Design alu_op_sequencer, sky130hd; sources not shown.
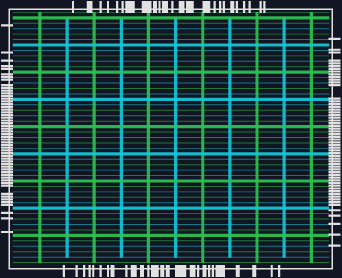
Fig. 1. Floorplan with the power grid.
Scale: 2 px per um. Pins as bars on the die edge.
Key: green = VSS; cyan = VDD
207 signal pins sit on the boundary. 9 straps on met5.
core box area: 0.0198 mm^2
die height: 129 um

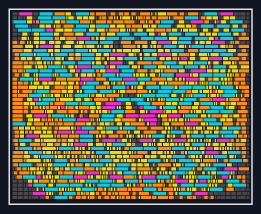
Fig. 2. Cell classes on the final placement.
Scale: 1.5 px per um. Fill, decap, tap and diode cells in gray.
Key: yellow = remaining logic cells [cells 800]; orange = remaining buffers and delay cells [cells 315]; magenta = clock drivers and dummy loads [cells 74]; cyan = registers [cells 204]
cell area after layout: 0.0173 mm^2
Seq/total area: 0.296
number of rows created at floorplan: 46

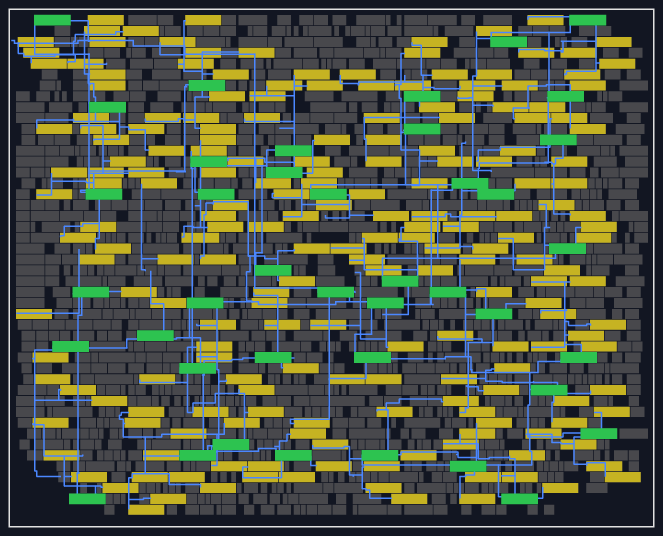
Fig. 3. Clock wires, drivers and flops.
Scale: 4 px per um.
Key: yellow = flip-flops [count 204]; blue = clock wires [length 3240 um]; green = clock-net drivers [count 41]
There are 42 routed clock nets.
Latency at later pin: 0.52 ns
worst setup skew after layout: 0.0152 ns

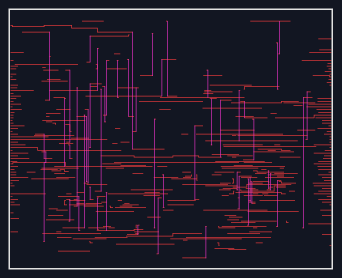
Fig. 4. Routed metal, one color a layer.
Scale: 2 px per um. Two of the layers only.
Key: red = M3 [wire length 3240 um]; magenta = M4 [wire length 1300 um]
drt wl/cell: 23.9 um
final wirelength: 39600 um

==> run notes <==
Notes on the flow outputs.

- The run finished, with violations left.
- The checks that failed: negative hold slack, negative setup slack.
- The clock sink total reads 204.
- The count of max-cap constraint violations is 0.
- The final-report hold violation count reads 12.
- The minimum setup slack in the final design reads -0.462 ns.
- The weighted congestion at the end of routability-driven global placement is 0.827.
- The post-placement cell area is 0.0146 mm^2.
- The total of warnings raised by yosys is 0.
- Among logic cells in the layout, the one with the most instances is dfrtp_1.
- The CTS tree is done.
- The category of the worst setup path launch point is a flop.
- The antenna violation net count after detailed routing reads 0.
- The class of the tightest hold or removal check reads input port to async pin.
- The type of destination of the critical path reads an output port.
- The OpenROAD report gives the critical path a data arrival time of 2.14 ns.
- The peak fanout along the critical path reads 7.
- At the placement stage, the worst setup path has a slack of -0.141 ns.
- The length in cells of the worst reg-to-reg path reads 9.
- The slew at the pin closest to its max-slew limit is 0.647 ns.
- The multiplexer share of the synthesized area reads 0.173.
- Setup repair after global routing could not meet its margin everywhere.
- The detailed-route DRC error count reads 0.
- The arithmetic-cell share of the synthesized area counting full adders, half adders and majority gates reads 0.00819.
- The global-route wire length before repair is 51500 um.
- Per the CTS log, the root buffer master is clkbuf_16.
- The fmax is 390 MHz.
- The post-synthesis area per instance reads 9.74 um^2.
- In this run, the synthesized area fraction spent on xor and xnor cells is recorded as 0.
- The share of cells above drive strength 1 is 0.407.
- By instance count, the leading cell after synthesis is dfrtp_1.
- The count of endpoints failing setup in the final report is 77.
- The number of top-level design ports is 207.
- Post-route period utilization is reported as 1.22.
- The post-CTS repair timing setup buffer count is 8.
- The dominant kind of combinational cell reads multiplexers.
- The setup TNS is -24.80 ns.
- The category of the most critical setup path is flop to output port.
- The total routing resource utilization after global routing reads 0.316.
- The post-synthesis cell type count reads 32.
- The net count after synthesis is 1208.
- Per the post-synthesis report, the number of cells in the design is 1097.
- The smallest hold slack reads -0.00879 ns.
- The non-filler instance count after layout reads 1657.
- 0 antenna diodes ended up in the layout.
- For the finished layout, the period the worst path requires is 2.56 ns.
- The residual overflow from global routing reads 0.
- The number of max-slew violations in the final report reads 0.
- The first-pass detailed-route iteration total reads 5.
- Yosys reported that registers with async set or reset make up 1.00.
- Hold repair after CTS inserted 0 buffers.
- The number of flip-flops and latches in the synthesized netlist reads 204.
- The share of synthesized area in the top cell type comes to 0.478.
- The cell type with the largest total area after synthesis is dfrtp_1.
- By instance count after routing, the leading logic cell types are dfrtp_1, nand2_1, mux2_2.
- The number of clock buffers inserted by TritonCTS is 41.
- The fraction of the yosys area taken by sequential cells is 0.478.
- The number of nets in the finished design is 1473.
## per-layer routing
| layer | share of wire | vias to the layer above | track usage |
|---|---|---|---|
| met3 | 0.082 | 115 | 0.0535 |
| met4 | 0.033 | 0 | 0.0993 |
| met1 | 0.38 | 5120 | 0.414 |
| met5 | 0 | - | 0 |
| li1 | - | 4383 | - |
| met2 | 0.50 | 621 | 0.540 |
## final cells by class
class	count	area (um^2)
tap	264	330
timing repair buffer	315	4320
sequential	204	5110
clock buffer	50	1160
fill	900	2520
inverter	73	282
clock inverter	24	262
multi-input combinational	727	5810
## worst max-delay path, stage by stage (launching register included)
cell and delay [ns]:
dfrtp_1 0.41, buf_6 0.14, ha_4 0.18, buf_12 0.15
clkbuf_16 0.18, a22oi_2 0.30, nor2_4 0.08, buf_12 0.17
